--- src/rtl/inst_encoder_if.sv ---
// rtl/inst_encoder_if.sv - Request, response and control bundle for inst_encoder
interface inst_encoder_if #(
  parameter int ADDR_W   = 32,
  parameter int ERRCNT_W = 8
);
  // Request side
  logic                in_valid;
  logic                in_ready;
  logic [2:0]          fmt;
  logic [6:0]          opcode;
  logic [4:0]          rd;
  logic [4:0]          rs1;
  logic [4:0]          rs2;
  logic [2:0]          funct3;
  logic [6:0]          funct7;
  logic [31:0]         imm;
  logic                flush;
  // Response side
  logic                out_valid;
  logic                out_ready;
  logic [31:0]         inst;
  logic [ADDR_W-1:0]   addr;
  logic                err;
  logic [ERRCNT_W-1:0] err_count;

  // Producer of requests / consumer of encoded words
  modport master (
    output in_valid, fmt, opcode, rd, rs1, rs2, funct3, funct7, imm, flush, out_ready,
    input  in_ready, out_valid, inst, addr, err, err_count
  );

  // Encoder side
  modport slave (
    input  in_valid, fmt, opcode, rd, rs1, rs2, funct3, funct7, imm, flush, out_ready,
    output in_ready, out_valid, inst, addr, err, err_count
  );
endinterface

--- src/rtl/inst_encoder.sv ---
// rtl/inst_encoder.sv - RV32I field packer with one output register stage; IMM_CHECK_EN enables immediate range checks
module inst_encoder #(
  parameter int                ADDR_W    = 32,
  parameter logic [ADDR_W-1:0] BASE_ADDR = '0,
  parameter int                ERRCNT_W  = 8
) (
  input logic           clk,
  input logic           rst,
  inst_encoder_if.slave bus
);

  localparam logic [31:0] NOP_WORD = 32'h0000_0013;

  logic                out_valid_q, out_valid_d;
  logic [31:0]         inst_q, inst_d;
  logic [ADDR_W-1:0]   addr_q, addr_d;
  logic                err_q, err_d;
  logic [ERRCNT_W-1:0] err_count_q, err_count_d;

  logic        accept;
  logic        out_hs;
  logic [31:0] enc_word;
  logic        fmt_illegal;
  logic        imm_bad;
  logic        enc_err;

  // Pack the request fields into the selected format; unknown formats become a NOP
  always_comb begin
    enc_word    = NOP_WORD;
    fmt_illegal = 1'b0;
    case (bus.fmt)
      3'd0: enc_word = {bus.funct7, bus.rs2, bus.rs1, bus.funct3, bus.rd, bus.opcode};
      3'd1: enc_word = {bus.imm[11:0], bus.rs1, bus.funct3, bus.rd, bus.opcode};
      3'd2: enc_word = {bus.imm[11:5], bus.rs2, bus.rs1, bus.funct3, bus.imm[4:0], bus.opcode};
      3'd3: enc_word = {bus.imm[12], bus.imm[10:5], bus.rs2, bus.rs1, bus.funct3,
                        bus.imm[4:1], bus.imm[11], bus.opcode};
      3'd4: enc_word = {bus.imm[31:12], bus.rd, bus.opcode};
      3'd5: enc_word = {bus.imm[20], bus.imm[10:1], bus.imm[11], bus.imm[19:12],
                        bus.rd, bus.opcode};
      default: fmt_illegal = 1'b1;
    endcase
  end

`ifdef IMM_CHECK_EN
  logic signed [31:0] imm_s;

  // Flag immediates that the selected format would silently truncate or misalign
  always_comb begin
    imm_s   = $signed(bus.imm);
    imm_bad = 1'b0;
    case (bus.fmt)
      3'd1, 3'd2: imm_bad = (imm_s < -32'sd2048) || (imm_s > 32'sd2047);
      3'd3:       imm_bad = (imm_s < -32'sd4096) || (imm_s > 32'sd4094) || bus.imm[0];
      3'd4:       imm_bad = (bus.imm[11:0] != 12'd0);
      3'd5:       imm_bad = (imm_s < -32'sd1048576) || (imm_s > 32'sd1048574) || bus.imm[0];
      default:    imm_bad = 1'b0;
    endcase
  end
`else
  assign imm_bad = 1'b0;
`endif

  assign enc_err = fmt_illegal || imm_bad;

  // A flush cancels both the accept and the output handshake of its cycle
  assign bus.in_ready = !out_valid_q || bus.out_ready;
  assign accept       = bus.in_valid && bus.in_ready && !bus.flush;
  assign out_hs       = out_valid_q && bus.out_ready && !bus.flush;

  // Next state of the output stage, address counter and error counter
  always_comb begin
    out_valid_d = out_valid_q;
    inst_d      = inst_q;
    addr_d      = addr_q;
    err_d       = err_q;
    err_count_d = err_count_q;
    if (bus.flush) begin
      out_valid_d = 1'b0;
      addr_d      = BASE_ADDR;
    end else begin
      if (out_hs) begin
        out_valid_d = 1'b0;
        addr_d      = addr_q + ADDR_W'(4);
        if (err_q && (err_count_q != '1)) begin
          err_count_d = err_count_q + ERRCNT_W'(1);
        end
      end
      // Loading after the handshake lets a word retire and its successor land in one cycle
      if (accept) begin
        out_valid_d = 1'b1;
        inst_d      = enc_word;
        err_d       = enc_err;
      end
    end
  end

  // Output register stage; reset drops any held word at once
  always_ff @(posedge clk or posedge rst) begin
    if (rst) begin
      out_valid_q <= 1'b0;
      inst_q      <= '0;
      addr_q      <= BASE_ADDR;
      err_q       <= 1'b0;
      err_count_q <= '0;
    end else begin
      out_valid_q <= out_valid_d;
      inst_q      <= inst_d;
      addr_q      <= addr_d;
      err_q       <= err_d;
      err_count_q <= err_count_d;
    end
  end

  assign bus.out_valid = out_valid_q;
  assign bus.inst      = inst_q;
  assign bus.addr      = addr_q;
  assign bus.err       = err_q;
  assign bus.err_count = err_count_q;

endmodule
--- src/flat_wrapper.sv ---
// flat-port wrapper written by rule: the top's interface ports become plain ports
module inst_encoder_flat 
#(
  parameter int                ADDR_W    = 32,
  parameter logic [ADDR_W-1:0] BASE_ADDR = '0,
  parameter int                ERRCNT_W  = 8
)
  (clk, rst, bus_in_valid, bus_fmt, bus_opcode, bus_rd, bus_rs1, bus_rs2, bus_funct3, bus_funct7, bus_imm, bus_flush, bus_out_ready, bus_in_ready, bus_out_valid, bus_inst, bus_addr, bus_err, bus_err_count);
  inst_encoder_if #(.ADDR_W(ADDR_W), .ERRCNT_W(ERRCNT_W)) bus_i ();
  input logic clk;
  input logic rst;
  input wire logic [$bits(bus_i.in_valid)-1:0] bus_in_valid;
  input wire logic [$bits(bus_i.fmt)-1:0] bus_fmt;
  input wire logic [$bits(bus_i.opcode)-1:0] bus_opcode;
  input wire logic [$bits(bus_i.rd)-1:0] bus_rd;
  input wire logic [$bits(bus_i.rs1)-1:0] bus_rs1;
  input wire logic [$bits(bus_i.rs2)-1:0] bus_rs2;
  input wire logic [$bits(bus_i.funct3)-1:0] bus_funct3;
  input wire logic [$bits(bus_i.funct7)-1:0] bus_funct7;
  input wire logic [$bits(bus_i.imm)-1:0] bus_imm;
  input wire logic [$bits(bus_i.flush)-1:0] bus_flush;
  input wire logic [$bits(bus_i.out_ready)-1:0] bus_out_ready;
  output wire logic [$bits(bus_i.in_ready)-1:0] bus_in_ready;
  output wire logic [$bits(bus_i.out_valid)-1:0] bus_out_valid;
  output wire logic [$bits(bus_i.inst)-1:0] bus_inst;
  output wire logic [$bits(bus_i.addr)-1:0] bus_addr;
  output wire logic [$bits(bus_i.err)-1:0] bus_err;
  output wire logic [$bits(bus_i.err_count)-1:0] bus_err_count;
  assign bus_i.in_valid = bus_in_valid;
  assign bus_i.fmt = bus_fmt;
  assign bus_i.opcode = bus_opcode;
  assign bus_i.rd = bus_rd;
  assign bus_i.rs1 = bus_rs1;
  assign bus_i.rs2 = bus_rs2;
  assign bus_i.funct3 = bus_funct3;
  assign bus_i.funct7 = bus_funct7;
  assign bus_i.imm = bus_imm;
  assign bus_i.flush = bus_flush;
  assign bus_i.out_ready = bus_out_ready;
  assign bus_in_ready = bus_i.in_ready;
  assign bus_out_valid = bus_i.out_valid;
  assign bus_inst = bus_i.inst;
  assign bus_addr = bus_i.addr;
  assign bus_err = bus_i.err;
  assign bus_err_count = bus_i.err_count;
  inst_encoder #(.ADDR_W(ADDR_W), .BASE_ADDR(BASE_ADDR), .ERRCNT_W(ERRCNT_W)) u_core (.clk(clk), .rst(rst), .bus(bus_i));
endmodule
--- config.mk ---
export PLATFORM = sky130hd
export DESIGN_NAME = inst_encoder_flat
export DESIGN_NICKNAME = d
export VERILOG_FILES = /design/src/rtl/inst_encoder_if.sv /design/src/rtl/inst_encoder.sv /design/src/flat_wrapper.sv
export SDC_FILE = /design/constraint.sdc
export NUM_CORES = 1
export LEC_CHECK = 0
export ABC_AREA = 1
export CAP_MARGIN = 20
export CORE_ASPECT_RATIO = 0.5
export CORE_MARGIN = 3
export CORE_UTILIZATION = 25
export DETAILED_ROUTE_END_ITERATION = 8
export GPL_ROUTABILITY_DRIVEN = 0
export PLACE_DENSITY = 0.46
export SLEW_MARGIN = 20
export SYNTH_ARGS = -nofsm -noshare
export SYNTH_HDL_FRONTEND = slang
export SYNTH_SLANG_ARGS = --single-unit
--- constraint.sdc ---
create_clock -name clk -period 3.15 [get_ports clk]
set_input_delay 0.63 -clock clk [delete_from_list [all_inputs] [get_ports clk]]
set_output_delay 0.63 -clock clk [all_outputs]
set_load 0.01 [all_outputs]
==> impl_metrics.csv <==
group,metric,value,unit
setup_path,endpoint_kind,"primary output",
clock_tree,post_cts_buffers,0,
global_route,grt_overflow,0,
drt,detail-route-antenna-nets,0,
setup_path,path_max_fanout,2,
sta,min_period,2.48,ns
setup_path,start_kind,"input pin",
yosys,synth_flop_count,72,
global_route,grt_pass1_wl,19900,µm
yosys,syn_inst,520,
yosys,yosys_warnings,0,
global_route,busiest_layer,"met2",
yosys,edf_count,0,
yosys,ys_seq_share,46.5,%
clock_tree,cts_buffers,9,
drt,wl_met1,5650,µm
drt,finalWirelength,12200,µm
sta,worst_pin_slew,0.969,ns
setup_path,r2r_start,"u_core.bus.out_valid$_DFFE_PP0P_",
clock_tree,clock_sinks,72,
sta,relSlewSlack,35.3,%
sta,drv_slew,0,
floorplanning,core_area,14800,µm²
sta,grt_setup_unrepaired,"false",
finish,final_area,5820,µm²
placement,portBuffers,144,
clock_tree,insertion_delay,0.33,ns
pwr,power_leakage,0.00253,µW
global_route,grt_use_met3,6.38,%
pwr,power_density,470,nW/µm²
placement,placed_cell_area,5510,µm²
drt,vias,3781,
setup_path,required,2.52,ns
clock_tree,cts-root-buf,"clkbuf_16",
placement,hpwlAfterDp,9280,µm
sta,tns,0,ns
placement,dp.cells,851,
yosys,syn-cell-area,3880,µm²
global_route,grt.total_usage,14.8,%
clock_tree,cts_resized,0,
floorplanning,die_h,94.1,µm
run_status,status,"complete, no violations",
worst_hold_path,hold_class,"reg2reg",
sta,hold_violations,0,
global_route,grt_pass1_vias,3727,
drt,vias_per_cell,4.36,
setup_path,worstSetupPathType,"in2out",
global_route,met1_usage,18.9,%
placement,dp_slack,0.584,ns
yosys,ys_chip_area,3880,µm²
drt,avgRoutedWirePerCell,14.1,µm
yosys,ys_cells,520,
floorplanning,die_w,182,µm
sta,finalClockPeriodUsage,78.8,%
sta,setup_viol,0,
clock_tree,cts_hold_buf,0,
drt,dr.pass1.iters,4,
clock_tree,clkTransAtPathRegs,0.07,ns
finish,diodes,0,
sta,max_freq,0.403,GHz
setup_path,startpoint,"bus_out_ready",
drt,drt_iter0_markers,142,
yosys,async_flop_share,100,%
run,maxCapViolCount,0,
yosys,syn_avg_cell_area,7.46,µm²
floorplanning,io_pins,147,
## cell families (layout without fill, tap and decap cells)
kind of cell	after synthesis	in the layout	synth area share [%]
and+or+nand+nor	319	319	35.3
DFF	72	72	46.5
AOI/OAI and AO/OA	66	66	9.87
buffers and inverters	54	202	6.29
xor gates and xnor gates	6	6	1.35
adders and majority gates	2	2	0.645
other	1	2	0.0967
## state kept, by name, indices dropped and copies added (netlist names)
register / cells
u_core.bus.out_valid: 1
u_core.bus.inst: 32
u_core.bus.addr: 30
u_core.bus.err: 1
u_core.bus.err_count: 8
## final timing paths
| kind | to | slack (ns) | depth (start not counted) |
|---|---|---|---|
| max reg2reg | u_core.bus.inst[6]$_DFFE_PP0P_ | 1.38 | 5 |
| max in group asynchronous | u_core.bus.addr[27]$_DFFE_PP0P_ | 1.94 | 3 |
| min | u_core.bus.inst[18]$_DFFE_PP0P_ | 0.48 | 2 |
| min reg2reg | u_core.bus.inst[18]$_DFFE_PP0P_ | 0.48 | 2 |
| min in group asynchronous | u_core.bus.inst[31]$_DFFE_PP0P_ | 0.59 | 2 |
| max | bus_in_ready | 0.67 | 4 |
## area by class of cell
class | instances | area [µm²]
clock buffers | 10 | 239
flip-flops and latches | 72 | 1800
repair buffers | 147 | 1480
inverters | 39 | 150
multi-input cells | 395 | 1840
fillers | 1560 | 9000
clock inverters | 6 | 67.6
well taps | 198 | 248
## critical path, cell delays in order
cell and delay, ns:
clkdlybuf4s50_1 0.52, nor2_1 0.09, inv_1 0.08, clkdlybuf4s50_1 0.53
## where the power goes
part	switching, µW	leakage [µW]	total (µW)	internal [µW]
logic	262	0.00144	591	329
clock network	411	0.000145	1050	638
registers	76.9	0.000944	1100	1020
Close-up of the layout:
Region (71, 46) to (111, 86) µm. Cells in gray, sequential cells in the stronger gray; small squares are vias.
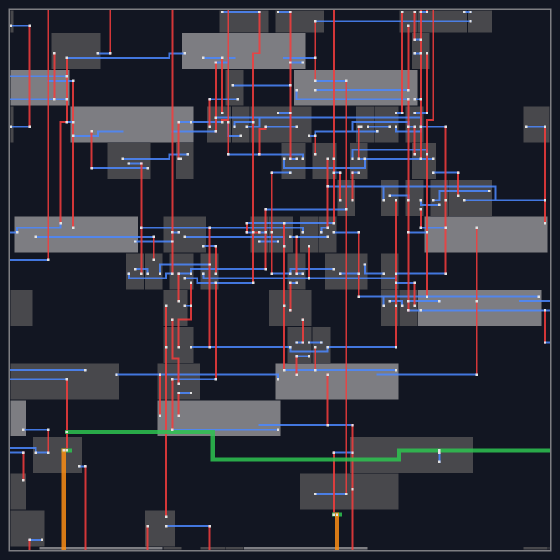
color	layer
blue	metal 1
red	metal 2
orange	metal 4
green	metal 3
sequential cells in the window	8
netlist names of flops here include	u_core.bus.err_count (8)
cells with their middle in the window	61
most frequent	nand2_1 (17), dfrtp_1 (8), clkdlybuf4s50_1 (7)

Sequential cells grouped by signal name:
Drawn at 3 px/µm.
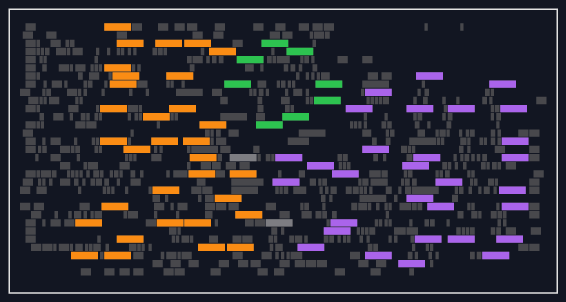
color	name in the netlist	flops
green	u_core.bus.err_count	8
orange	u_core.bus.inst	32
purple	u_core.bus.addr	30

Gate families picked out:
Drawn at 3 px/µm.
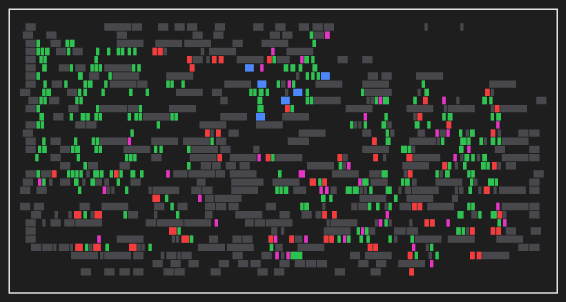
color	family	cells	most used
green	nand cells	226	nand2_1
blue	xor and xnor cells	6	xnor2_1
red	aoi and oai cells	58	a21oi_1
magenta	inv cells	39	inv_1

Power is estimated from default activity; no workload was simulated.
